## config.mk

```make
export PLATFORM = sky130hd
export DESIGN_NAME = ldpc_iter_sched
export DESIGN_NICKNAME = d
export VERILOG_FILES = /design/src/rtl/ldpc_pkg.sv /design/src/rtl/ldpc_phase_cnt.sv /design/src/rtl/ldpc_iter_sched.sv
export SDC_FILE = /design/constraint.sdc
export NUM_CORES = 1
export LEC_CHECK = 0
export ABC_CLOCK_PERIOD_IN_PS = 1700
export CAP_MARGIN = 10
export CORE_MARGIN = 8
export CORE_UTILIZATION = 45
export CTS_CLUSTER_DIAMETER = 200
export DETAILED_ROUTE_END_ITERATION = 12
export PLACE_DENSITY = 0.73
export SYNTH_ARGS = -nofsm -noshare
export SYNTH_HDL_FRONTEND = slang
export SYNTH_SLANG_ARGS = --single-unit
```

## constraint.sdc

```tcl
create_clock -name clk -period 1.7 [get_ports clk]
set_input_delay 0.34 -clock clk [delete_from_list [all_inputs] [get_ports clk]]
set_output_delay 0.34 -clock clk [all_outputs]
set_load 0.02 [all_outputs]
```

## src/rtl/ldpc_pkg.sv

```systemverilog
// Shared types and constants for the LDPC iteration scheduler.
// Latency: n/a (package only).
// Backpressure: n/a (package only).
package ldpc_pkg;

  localparam int NUM_PE     = 36;
  localparam int Z          = 6;
  localparam int DATA_WIDTH = 6;

  // Permutation network direction select
  localparam logic PERM_ROW = 1'b0;
  localparam logic PERM_COL = 1'b1;

  typedef enum logic [2:0] {
    S_IDLE = 3'd0,
    S_LOAD = 3'd1,
    S_CN   = 3'd2,
    S_VN   = 3'd3,
    S_CHK  = 3'd4,
    S_DONE = 3'd5
  } sched_state_t;

  function automatic int max2(input int a, input int b);
    return (a > b) ? a : b;
  endfunction

endpackage

```

## src/rtl/ldpc_phase_cnt.sv

```systemverilog
// Loadable down-counter timing one CN or VN phase; end_o flags its last cycle.
// Latency: end_o is combinational from the registered count (same cycle).
// Backpressure: none; counts only while en_i is high.
module ldpc_phase_cnt #(
  parameter int W = 2
) (
  input  logic         clk,
  input  logic         rst_n,
  input  logic         clr_i,
  input  logic         load_i,
  input  logic [W-1:0] load_val_i,
  input  logic         en_i,
  output logic         end_o
);

  logic [W-1:0] cnt_q, cnt_d;

  // Next count: clear beats load, load beats decrement; stops at zero.
  always_comb begin
    cnt_d = cnt_q;
    if (clr_i) begin
      cnt_d = '0;
    end else if (load_i) begin
      cnt_d = load_val_i;
    end else if (en_i && (cnt_q != '0)) begin
      cnt_d = cnt_q - W'(1);
    end
  end

  // Count register
  always_ff @(posedge clk or negedge rst_n) begin
    if (!rst_n) begin
      cnt_q <= '0;
    end else begin
      cnt_q <= cnt_d;
    end
  end

  assign end_o = en_i && (cnt_q == '0);

endmodule

```

## src/rtl/ldpc_iter_sched.sv

```systemverilog
// Sequences one LDPC decode job: 6-beat LLR load, CN/VN iterations, syndrome check, result handoff.
// Latency: 7 + k*(CNU_LAT+VNU_LAT+1) cycles from start to out_valid, plus LOAD stall cycles.
// Backpressure: in_valid=0 stalls LOAD; out_valid holds in DONE until out_ready.
module ldpc_iter_sched
  import ldpc_pkg::*;
#(
  parameter int MAX_ITER = 10,
  parameter int CNU_LAT  = 2,
  parameter int VNU_LAT  = 2,
  parameter int ITER_W   = $clog2(MAX_ITER + 1)
) (
  input  logic              clk,
  input  logic              rst_n,
  input  logic              start,
  output logic              busy,
  input  logic              in_valid,
  output logic              in_ready,
  output logic [2:0]        load_row,
  output logic              load_we,
  output logic              perm_sel,
  output logic              cnu_en,
  output logic              vnu_en,
  input  logic              syndrome_ok,
  output logic              out_valid,
  input  logic              out_ready,
  output logic              converged,
  output logic [ITER_W-1:0] iter_cnt
);

  localparam int                PH_W      = $clog2(max2(CNU_LAT, VNU_LAT) + 1);
  localparam logic [PH_W-1:0]   CN_LOAD   = PH_W'(CNU_LAT - 1);
  localparam logic [PH_W-1:0]   VN_LOAD   = PH_W'(VNU_LAT - 1);
  localparam logic [2:0]        LAST_ROW  = 3'(Z - 1);
  localparam logic [ITER_W-1:0] ITER_LAST = ITER_W'(MAX_ITER);

  sched_state_t      state_q, state_d;
  logic [2:0]        load_row_q, load_row_d;
  logic [ITER_W-1:0] iter_q, iter_d;
  logic              conv_q, conv_d;
  logic              perm_q, perm_d;

  logic              ph_clr, ph_load, ph_en, ph_end;
  logic [PH_W-1:0]   ph_val;

  // Phase timer shared by CN and VN; reloaded on every phase entry.
  ldpc_phase_cnt #(.W(PH_W)) u_phase_cnt (
    .clk        (clk),
    .rst_n      (rst_n),
    .clr_i      (ph_clr),
    .load_i     (ph_load),
    .load_val_i (ph_val),
    .en_i       (ph_en),
    .end_o      (ph_end)
  );

  assign ph_en = (state_q == S_CN) || (state_q == S_VN);

  // Next-state and counter updates; perm_sel only changes on CN/VN entry.
  always_comb begin
    state_d    = state_q;
    load_row_d = load_row_q;
    iter_d     = iter_q;
    conv_d     = conv_q;
    perm_d     = perm_q;
    ph_clr     = 1'b0;
    ph_load    = 1'b0;
    ph_val     = CN_LOAD;
    unique case (state_q)
      S_IDLE: begin
        if (start) begin
          state_d    = S_LOAD;
          load_row_d = '0;
          iter_d     = '0;
          conv_d     = 1'b0;
          ph_clr     = 1'b1;
        end
      end
      S_LOAD: begin
        if (in_valid) begin
          if (load_row_q == LAST_ROW) begin
            state_d = S_CN;
            ph_load = 1'b1;
            ph_val  = CN_LOAD;
            perm_d  = PERM_ROW;
          end else begin
            load_row_d = load_row_q + 3'd1;
          end
        end
      end
      S_CN: begin
        if (ph_end) begin
          state_d = S_VN;
          ph_load = 1'b1;
          ph_val  = VN_LOAD;
          perm_d  = PERM_COL;
        end
      end
      S_VN: begin
        if (ph_end) begin
          state_d = S_CHK;
        end
      end
      S_CHK: begin
        iter_d = iter_q + ITER_W'(1);
        if (syndrome_ok) begin
          state_d = S_DONE;
          conv_d  = 1'b1;
        end else if ((iter_q + ITER_W'(1)) == ITER_LAST) begin
          state_d = S_DONE;
        end else begin
          state_d = S_CN;
          ph_load = 1'b1;
          ph_val  = CN_LOAD;
          perm_d  = PERM_ROW;
        end
      end
      S_DONE: begin
        if (out_ready) begin
          state_d = S_IDLE;
        end
      end
      default: begin
        state_d = S_IDLE;
      end
    endcase
  end

  // State and counter registers
  always_ff @(posedge clk or negedge rst_n) begin
    if (!rst_n) begin
      state_q    <= S_IDLE;
      load_row_q <= '0;
      iter_q     <= '0;
      conv_q     <= 1'b0;
      perm_q     <= PERM_ROW;
    end else begin
      state_q    <= state_d;
      load_row_q <= load_row_d;
      iter_q     <= iter_d;
      conv_q     <= conv_d;
      perm_q     <= perm_d;
    end
  end

  assign busy      = (state_q != S_IDLE);
  assign in_ready  = (state_q == S_LOAD);
  assign load_we   = in_valid & in_ready;
  assign load_row  = load_row_q;
  assign perm_sel  = perm_q;
  assign cnu_en    = (state_q == S_CN);
  assign vnu_en    = (state_q == S_VN);
  assign out_valid = (state_q == S_DONE);
  assign converged = conv_q;
  assign iter_cnt  = iter_q;

endmodule

```

Fig. 1: run 1, sequential cells grouped by signal name
Other sequential cells in the stronger grey, the rest of the logic in the fainter grey.
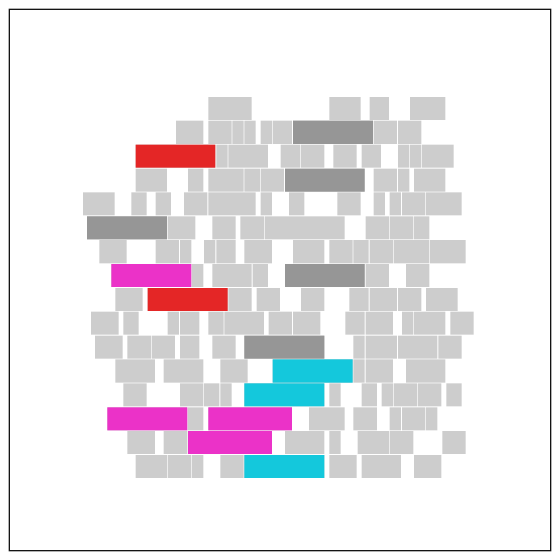
legend:
  u_phase_cnt.cnt_q:
    colour: red
    placed_flops: 2
  load_row:
    colour: cyan
    placed_flops: 3
  iter_cnt:
    colour: magenta
    placed_flops: 4
not coloured: 5
Power Sequential: 515 uW
final standard cell utilization of the core: 70.3%

Fig. 2: run 1, wiring heat map
Bar = 20 microns. The die is cut into 12 by 12 equal tiles; black is low, pale yellow is high, scaled to the fullest tile. Values are wire area over tile area, all layers added.
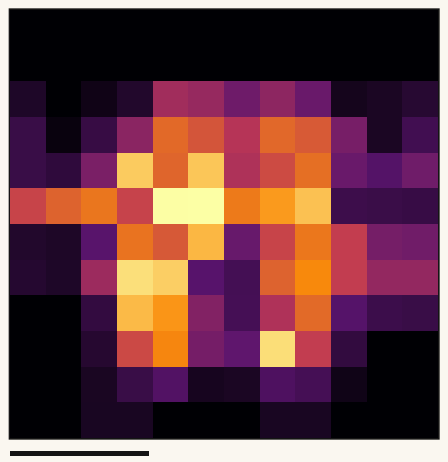
emptiest ninth of the die: top left
nearly empty tiles: 30%
densest ninth of the die: middle
mean over tiles: 0.099
fullest tile: 0.37
detailed-route wire length: 2330 microns
via count: 917

Fig. 3: run 1, metal layers overlaid
Bar = 20 microns. Only two layers are drawn.
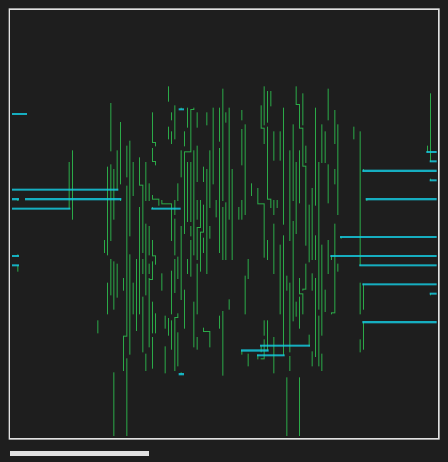
legend:
  M3:
    colour: cyan
    wire_length: 143 microns
  M2:
    colour: green
    wire_length: 1,130 microns
global router's overall resource usage: 13.3%
average routed wire per standard cell: 13.5 microns

==> reports/metrics.json, run 1 <==
{
  "run_status": "finished with violations",
  "failed_checks": "setup timing",
  "netlist.top_cell.by_instances": "sky130_fd_sc_hd__dfrtp_1",
  "gpl.final_weighted_congestion": 0.771,
  "pre_repair_dr_iteration_count": 4,
  "clock-root-buffer": "sky130_fd_sc_hd__clkbuf_4",
  "critical_path.endpoint": "busy",
  "yosys_warning_total": 0,
  "drtIter0Drc": 4,
  "power.share.clock_pct": 11.8,
  "netlist-cell-type-count": 44,
  "hold_viol": 0,
  "worst_path_dominant_cell_family": "flip-flops",
  "cts_tree": "yes",
  "setup_slack_on_the_worst_flop_to_flop_path_ns": 0.09,
  "grt_remaining_overflow": 0,
  "netSwitchingFraction_pct": 40.5,
  "clockBufferDepth": 2,
  "yosys.area_share.simple_pct": 24.5,
  "cts_buffers": 3,
  "common_cells": "sky130_fd_sc_hd__dfrtp_1, sky130_fd_sc_hd__nand2_1, sky130_fd_sc_hd__nor2_1",
  "finClkSkew_ns": 0.00269,
  "xor_area_share_pct": 1.88,
  "post-route-min-period_ns": 1.72,
  "ff2ff_path_depth": 7,
  "worst_ep_required_time_ns": 1.36,
  "timing.critical_path.from": "state_q[1]",
  "end_kind": "output port",
  "antenna_violations_before_repair": 0,
  "timing_worst_setup_path_type": "register to output port",
  "final_layout_size_suffix_gt1_share_pct": 31.7,
  "achievable-frequency_mhz": 583,
  "fp_nets": 111,
  "port_buffers": 20,
  "floorplan.core_area_sq_um": 1960,
  "worst_hold_class": "input pin to asynchronous set/reset pin",
  "synth_async_sr_flop_share_pct": 100,
  "postSynthRegisterBits": 14,
  "setup_viol": 1,
  "first_global_vias": 918,
  "dieArea_sq_um": 3790,
  "final_design_area_no_fill_sq_um": 1380,
  "cp_slowest_stage_delay_ns": 0.41,
  "post_place_instance_area_sq_um": 1320,
  "ff_type": "sky130_fd_sc_hd__dfrtp_1",
  "pwr-share-comb_pct": 63.7,
  "path_max_fanout": 5,
  "die_w_microns": 61.5,
  "slew_violations": 0,
  "power_per_cell_area_nw_per_um2": 1520,
  "fin_crit_sh_pct": 101,
  "enable_flop_cells": 0,
  "final_nets": 157,
  "numPlacedInstances": 167,
  "rows": 16,
  "netlist_instances": 100,
  "detailedPlace.worstSlack_ns": -0.276,
  "worst_skew_pair.late_latency_ns": 0.29,
  "final_hpwl_dp_microns": 1840,
  "p_switching_uw": 849,
  "drv.max_cap_violation_count": 0,
  "grt_first_pass_wirelength_microns": 3850,
  "syn-mean-instance-area_sq_um": 9.33,
  "post_synth_ao_oa_area_fraction_pct": 20.2,
  "area_growth_syn_to_layout_pct": 47.7,
  "cp_slowest_cell": "sky130_fd_sc_hd__dfrtp_1",
  "floorplan.core_util_pct": 47.6,
  "synthDominantAreaCellType": "sky130_fd_sc_hd__dfrtp_1",
  "insertedDiodeCount": 0,
  "yosys_cells": 100,
  "worstSetupPathDepth": 3,
  "synth-area-yosys_sq_um": 933,
  "maximum_number_of_pins_on_one_net_before_global_route_repair": 15,
  "tool_warnings": 30,
  "clock_sink_total": 14,
  "ir_drop_mv": 0.922,
  "grt_setup_unrepaired": "true",
  "drc": 0,
  "stdcell_count": 172,
  "top_cells_by_area": "sky130_fd_sc_hd__dfrtp_1, sky130_fd_sc_hd__ha_1, sky130_fd_sc_hd__nand2_1",
  "mux_area_share_pct": 3.35,
  "antenna_violating_nets_post_route": 0,
  "power_report.internal_total_mw": 1.25,
  "worst_r2r_endpoint": "u_phase_cnt.cnt_q[1]",
  "cp_cell_sequence": "buf_4 -> or3_4 -> buf_6",
  "maxSlewHeadroom_pct": 80.3,
  "arrival_ns": 1.38,
  "avgViaCountPerCell": 5.33,
  "worstMarginPinSlew_ns": 0.293,
  "power_frac_seq_pct": 24.6,
  "postLayoutSetupSlackWorst_ns": -0.0162,
  "synth_area_sq_um": 933,
  "htree_num_levels": 1,
  "clock_pin_transition_on_the_worst_setup_and_hold_timing_paths_ns": 0.09,
  "netlist.area_leader.share_pct": 37.5,
  "ios": 21,
  "netlist_logic_family_top": "simple AND/OR/NAND/NOR gates",
  "worstPathBufferInverterCount": 2,
  "synthAdderAreaFrac_pct": 6.70,
  "power.leakage_nw": 0.703,
  "crit-reg2reg-launch": "state_q[2]",
  "postSynthSeqShare_pct": 37.5,
  "cp-start-kind": "register",
  "floorplan.die.height_microns": 61.5
}
## run 1: worst reg2reg max path, cell delays in order (launching register included)
cell	delay, ns
sky130_fd_sc_hd__dfrtp_1	0.41
sky130_fd_sc_hd__buf_4	0.15
sky130_fd_sc_hd__buf_4	0.17
sky130_fd_sc_hd__nor3b_2	0.17
sky130_fd_sc_hd__buf_4	0.13
sky130_fd_sc_hd__a211o_1	0.23
sky130_fd_sc_hd__o211ai_2	0.09
sky130_fd_sc_hd__o2111a_1	0.20
## run 1: timing repair
action	CTS	global route
setup buffers	0	1
setup endpoints to repair	14	14
gates resized	27	11
hold buffers	0	0
## run 1: power by group through the flow
stage | Sequential [mW] | Combinational (mW) | Clock [mW]
final | 0.515 | 1.33 | 0.247
after global routing | 0.531 | 1.46 | 0.263
after CTS | 0.515 | 1.25 | 0.253
after detailed placement | 0.521 | 1.31 | 0
after global placement | 0.516 | 1.28 | 0
after floorplan | 0.590 | 0.644 | 0
## run 1: registers in the layout (all words and copies together) (netlist names)
signal and flops:
u_phase_cnt.cnt_q 2, iter_cnt 4, state_q 3, perm_sel 1, converged 1, load_row 3
## run 1: metal layers
| layer | up-vias | track usage, % | wire length [microns] |
|---|---|---|---|
| met2 | 26 | 23.9 | 1130 |
| met1 | 433 | 14.2 | 1000 |
| met3 | 5 | 2.92 | 142 |
| met5 | - | 0 | 0 |
| met4 | 0 | 6.82 | 50 |
| li1 | 453 | - | - |
## run 1: layout make-up
type / instances / area (sq um)
repair buffers: 45 / 374
clock buffers: 4 / 36.3
multi-input cells: 76 / 559
well taps: 27 / 33.8
inverters: 6 / 22.5
fillers: 175 / 583
flip-flops and latches: 14 / 353
## run 1: cells in the final DEF (no fill, tap or decap), types with 2 or more instances in the layout
master | Yosys | routed
sky130_fd_sc_hd__inv_1 | 6 | 6
sky130_fd_sc_hd__nor3b_1 | 3 | 2
sky130_fd_sc_hd__nand2_1 | 9 | 9
sky130_fd_sc_hd__nand3_1 | 2 | 2
sky130_fd_sc_hd__a21oi_1 | 3 | 3
sky130_fd_sc_hd__nor2_1 | 9 | 9
sky130_fd_sc_hd__and3_1 | 2 | 2
sky130_fd_sc_hd__dfrtp_2 | 0 | 2
sky130_fd_sc_hd__ha_1 | 5 | 5
sky130_fd_sc_hd__dfrtp_1 | 14 | 12
sky130_fd_sc_hd__mux2i_1 | 2 | 2
sky130_fd_sc_hd__buf_4 | 2 | 26
sky130_fd_sc_hd__a21o_1 | 4 | 4
sky130_fd_sc_hd__nand2b_1 | 3 | 3
sky130_fd_sc_hd__clkdlybuf4s50_1 | 0 | 7
sky130_fd_sc_hd__o21ai_0 | 5 | 5
sky130_fd_sc_hd__clkdlybuf4s15_2 | 0 | 2
sky130_fd_sc_hd__clkbuf_4 | 0 | 3
sky130_fd_sc_hd__dlygate4sd2_1 | 0 | 6
## run 1: stage by stage
step / hold WS (ns) / TNS [ns] / power (mW)
floorplan: 0.0444 / 0 / 1.23
detailed placement: 0.492 / -0.635 / 1.83
global placement: 0.494 / -0.552 / 1.79
finish: 0.342 / -0.0162 / 2.09
global route: 0.352 / -0.207 / 2.25
CTS: 0.343 / -0.00637 / 2.02
==> run 2: changes to the inputs <==
ABC_CLOCK_PERIOD_IN_PS = 1650   (was 1700)
RECOVER_POWER = 50   (was not set)
SKIP_LAST_GASP = 1   (was not set)
clock period = 1.65 ns   (was 1.7 ns; I/O delays follow)
Fig. 4: run 2, placed standard cells
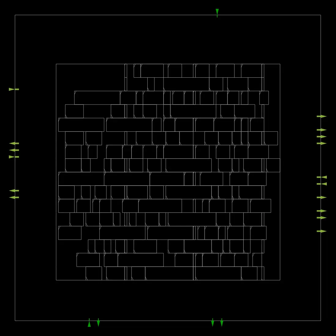
number of tap instances: 27
sequential cell count of the final layout: 14
standard cell core area: 1960 sq um

Fig. 5: run 2, sequential cells grouped by signal name
Other sequential cells in the stronger grey, the rest of the logic in the fainter grey.
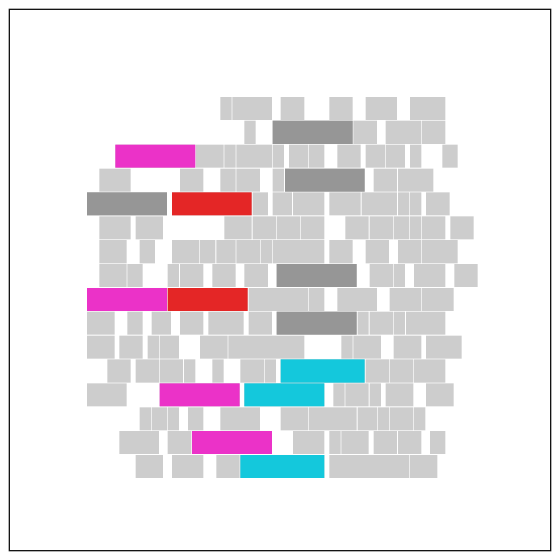
legend:
  iter_cnt:
    colour: magenta
    placed_flops: 4
  u_phase_cnt.cnt_q:
    colour: red
    placed_flops: 2
  load_row:
    colour: cyan
    placed_flops: 3
final standard cell utilization of the core: 72.9%
Seq/total area: 24.7%
area of all sequential standard cells: 353 sq um
Power Sequential: 551 uW

==> run 2 against run 1 <==
Critical endpoint unchanged. The flow still finishes with violations (setup timing). Sequential share of layout area is 0.92 points lower. Area after synthesis did not move. Die area is the same. Non-clock buffer count is 4 higher. First-iteration DRC count increased to 4.8 times the previous value. Largest cell class unchanged. Sequential cell count stayed put. Sequential power is 7.0% higher. Clock skew is essentially flat. Critical path depth unchanged.
==> reports/metrics.json, run 2 <==
{
  "run_status": "finished with violations",
  "failed_checks": "setup timing",
  "postSynthRegisterBits": {"value": 14, "change": "unchanged"},
  "antenna_violating_nets_post_route": {"value": 0, "change": "unchanged"},
  "mux_area_share": {"value": 3.35, "unit": "%", "change": "unchanged"},
  "synth_async_sr_flop_share": {"value": 100, "unit": "%", "change": "unchanged"},
  "lay_top_cells": "sky130_fd_sc_hd__buf_4, sky130_fd_sc_hd__dfrtp_1, sky130_fd_sc_hd__nor2_1, sky130_fd_sc_hd__nand2_1, sky130_fd_sc_hd__dlygate4sd2_1",
  "netlist-cell-type-count": {"value": 44, "change": "unchanged"},
  "drv.max_cap_violation_count": {"value": 0, "change": "unchanged"},
  "power_per_cell_area": {"value": 1600, "unit": "nW/um^2", "change": "+5.4%"},
  "synthDominantAreaCellType": "sky130_fd_sc_hd__dfrtp_1",
  "clock_pin_transition_on_the_worst_setup_and_hold_timing_paths": {"value": 0.08, "unit": "ns", "change": "about the same"},
  "ios": {"value": 21, "change": "unchanged"},
  "fp_nets": {"value": 111, "change": "unchanged"},
  "cts_buffers": {"value": 3, "change": "unchanged"},
  "worst_skew_pair.late_latency": {"value": 0.27, "unit": "ns", "change": "-0.02 ns"},
  "post_place_instance_area": {"value": 1320, "unit": "sq um", "change": "+0.19%"},
  "ir_drop": {"value": 0.932, "unit": "mV", "change": "+1.2%"},
  "common_cells": "sky130_fd_sc_hd__dfrtp_1, sky130_fd_sc_hd__nand2_1, sky130_fd_sc_hd__nor2_1",
  "netlist_instances": {"value": 100, "change": "unchanged"},
  "fin_crit_sh_pct": 101,
  "netlist.area_leader.share": {"value": 37.5, "unit": "%", "change": "unchanged"},
  "clock_sink_total": {"value": 14, "change": "unchanged"},
  "syn-mean-instance-area": {"value": 9.33, "unit": "sq um", "change": "unchanged"},
  "postSynthSeqShare": {"value": 37.5, "unit": "%", "change": "unchanged"},
  "final_hpwl_dp": {"value": 1970, "unit": "microns", "change": "+7.1%"},
  "top_cells_by_area": "sky130_fd_sc_hd__dfrtp_1, sky130_fd_sc_hd__ha_1, sky130_fd_sc_hd__nand2_1",
  "cts_tree": "yes",
  "worst_hold_class": "input pin to asynchronous set/reset pin",
  "fill_cells": {"value": 163, "change": "-6.9%"},
  "insertedDiodeCount": {"value": 0, "change": "unchanged"},
  "worstMarginPinSlew": {"value": 0.410, "unit": "ns", "change": "+0.117 ns"},
  "grt_setup_unrepaired": "true",
  "htree_num_levels": {"value": 1, "change": "unchanged"},
  "track_usage": {"value": 15.0, "unit": "%", "change": "+1.6 points"},
  "ff_type": "sky130_fd_sc_hd__dfrtp_1",
  "yosys_warning_total": {"value": 0, "change": "unchanged"},
  "power.leakage": {"value": 0.714, "unit": "nW", "change": "+1.6%"},
  "slew_violations": {"value": 0, "change": "unchanged"},
  "achievable-frequency_mhz": 602,
  "timing_worst_setup_path_type": "register to output port",
  "finClkSkew": {"value": 0.00241, "unit": "ns", "change": "-0.000282 ns"},
  "routed_wl": {"value": 2750, "unit": "microns", "change": "+18%"},
  "yosys.area_share.simple": {"value": 24.5, "unit": "%", "change": "unchanged"},
  "cp-start-kind": "register",
  "rows": {"value": 16, "change": "unchanged"},
  "floorplan.core_util": {"value": 47.6, "unit": "%", "change": "unchanged"},
  "num_vias": {"value": 942, "change": "+2.7%"},
  "avgViaCountPerCell": {"value": 5.35, "change": "+0.39%"},
  "setup_viol": {"value": 1, "change": "unchanged"},
  "postLayoutSetupSlackWorst": {"value": -0.0116, "unit": "ns", "change": "+0.00458 ns"},
  "port_buffers": {"value": 20, "change": "unchanged"},
  "final_design_area_no_fill": {"value": 1430, "unit": "sq um", "change": "+3.7%"},
  "end_kind": "output port",
  "dieArea": {"value": 3790, "unit": "sq um", "change": "unchanged"},
  "maxSlewHeadroom": {"value": 72.7, "unit": "%", "change": "-7.6 points"},
  "clockBufferDepth": {"value": 2, "change": "unchanged"},
  "final_nets": {"value": 161, "change": "+2.5%"},
  "largest_reg_flops": {"value": 4, "change": "unchanged"},
  "area.combinational": {"value": 591, "unit": "sq um", "change": "+5.6%"},
  "path_max_fanout": {"value": 7, "change": "+2"},
  "final_layout_size_suffix_gt1_share": {"value": 34.9, "unit": "%", "change": "+3.2 points"},
  "antenna_violations_before_repair": {"value": 0, "change": "unchanged"},
  "synth_area": {"value": 933, "unit": "sq um", "change": "unchanged"},
  "synth-area-yosys": {"value": 933, "unit": "sq um", "change": "unchanged"},
  "hold_viol": {"value": 0, "change": "unchanged"},
  "totalNegativeSetupSlack": {"value": -0.0116, "unit": "ns", "change": "+0.00458 ns"},
  "drt-wirelength-per-cell": {"value": 15.6, "unit": "microns", "change": "+15%"},
  "drc": {"value": 0, "change": "unchanged"},
  "drtIter0Drc": {"value": 19, "change": "+15"},
  "worst_ep_required_time": {"value": 1.32, "unit": "ns", "change": "-0.04 ns"},
  "first_global_vias": {"value": 963, "change": "+4.9%"},
  "xor_area_share": {"value": 1.88, "unit": "%", "change": "unchanged"},
  "enable_flop_cells": {"value": 0, "change": "unchanged"},
  "tool_warnings": {"value": 30, "change": "unchanged"},
  "synthAdderAreaFrac": {"value": 6.70, "unit": "%", "change": "unchanged"},
  "arrival": {"value": 1.33, "unit": "ns", "change": "-0.05 ns"},
  "grt_remaining_overflow": {"value": 0, "change": "unchanged"},
  "post-route-min-period_ns": 1.66,
  "most_common_cell_after_layout_fill_and_taps_aside": "sky130_fd_sc_hd__buf_4",
  "clock-root-buffer": "sky130_fd_sc_hd__clkbuf_4",
  "floorplan.die.height": {"value": 61.5, "unit": "microns", "change": "unchanged"},
  "post_synth_ao_oa_area_fraction": {"value": 20.2, "unit": "%", "change": "unchanged"},
  "gpl.final_weighted_congestion": {"value": 0.804, "change": "+4.3%"},
  "report.power.total": {"value": 2.29, "unit": "mW", "change": "+9.4%"},
  "netlist_logic_family_top": "simple AND/OR/NAND/NOR gates",
  "yosys_cells": {"value": 100, "change": "unchanged"},
  "area_growth_syn_to_layout_pct": 53.2,
  "netlist.top_cell.by_instances": "sky130_fd_sc_hd__dfrtp_1",
  "grt_first_pass_wirelength": {"value": 4320, "unit": "microns", "change": "+12%"},
  "die_w": {"value": 61.5, "unit": "microns", "change": "unchanged"},
  "ff2ff_path_depth": {"value": 5, "change": "-2"},
  "pre_repair_dr_iteration_count": {"value": 4, "change": "unchanged"},
  "maximum_number_of_pins_on_one_net_before_global_route_repair": {"value": 11, "change": "-4"}
}
-- run 2: cell counts after synthesis --
No cell type changed its count.
-- run 2: logic make-up after synthesis --
logic type,Yosys count
XOR/XNOR,2
multiplexers,3
buffers and inverters,10
AND/OR/NAND/NOR,40
flip-flops,14
adder cells (fa/ha/maj),5
AND-OR/OR-AND,26
-- run 2: critical path: stages (launching register included) --
cell                      delay [ns]
sky130_fd_sc_hd__dfrtp_1        0.40
sky130_fd_sc_hd__buf_6          0.14
sky130_fd_sc_hd__or3_4          0.38
sky130_fd_sc_hd__buf_6          0.14
-- run 2: final timing paths --
| path | from | end | slack, ns |
|---|---|---|---|
| max | state_q[1] | busy | -0.01 |
| min reg2reg | converged | converged | 0.50 |
| max reg2reg | iter_cnt[0] | state_q[0] | 0 |
| min | rst_n | iter_cnt[0] | 0.39 |
| min in group clk | converged | converged | 0.50 |
| max in group asynchronous | rst_n | state_q[1] | 0.61 |
-- run 2: per-stage QoR --
| stage | instances | worst slack, ns | hold slack, ns |
|---|---|---|---|
| floorplan | 100 | 0.0137 | 0.0344 |
| global placement | 167 | -0.298 | 0.493 |
| detailed placement | 167 | -0.326 | 0.487 |
| CTS | 171 | -0.0972 | 0.317 |
| global route | 176 | -0.125 | 0.389 |
| finish | 176 | -0.0116 | 0.388 |
-- run 2: what timing repair did --
| item | in CTS | in global routing |
|---|---|---|
| buffers inserted | 1 | 5 |
| endpoints found under the setup margin | 15 | 13 |
| resized | 37 | 17 |
| pin swaps | 1 | 4 |
| hold buffers | 0 | 0 |
-- run 2: per-layer routing --
layer | GRT usage [%] | vias up | wire [microns]
met5 | 0 | - | 0
met2 | 26.1 | 32 | 1410
met1 | 17.1 | 440 | 1150
li1 | - | 460 | -
met3 | 2.30 | 10 | 119
met4 | 7.47 | 0 | 74
-- run 2: cell type report --
type,instances,share of cell area (%)
tap,27,2.36
timing repair buffer,49,28.3
inverter,6,1.57
multi-input combinational,76,41.3
sequential,14,24.7
clock buffer,4,1.84
-- run 2: where the power goes --
| part | leakage [nW] | switching (mW) | internal [mW] |
|---|---|---|---|
| Clock | 0.0150 | 0.103 | 0.0937 |
| Combinational | 0.516 | 0.744 | 0.800 |
| Sequential | 0.183 | 0.101 | 0.450 |
No activity file was given, so power comes from the tool's default toggle rates.
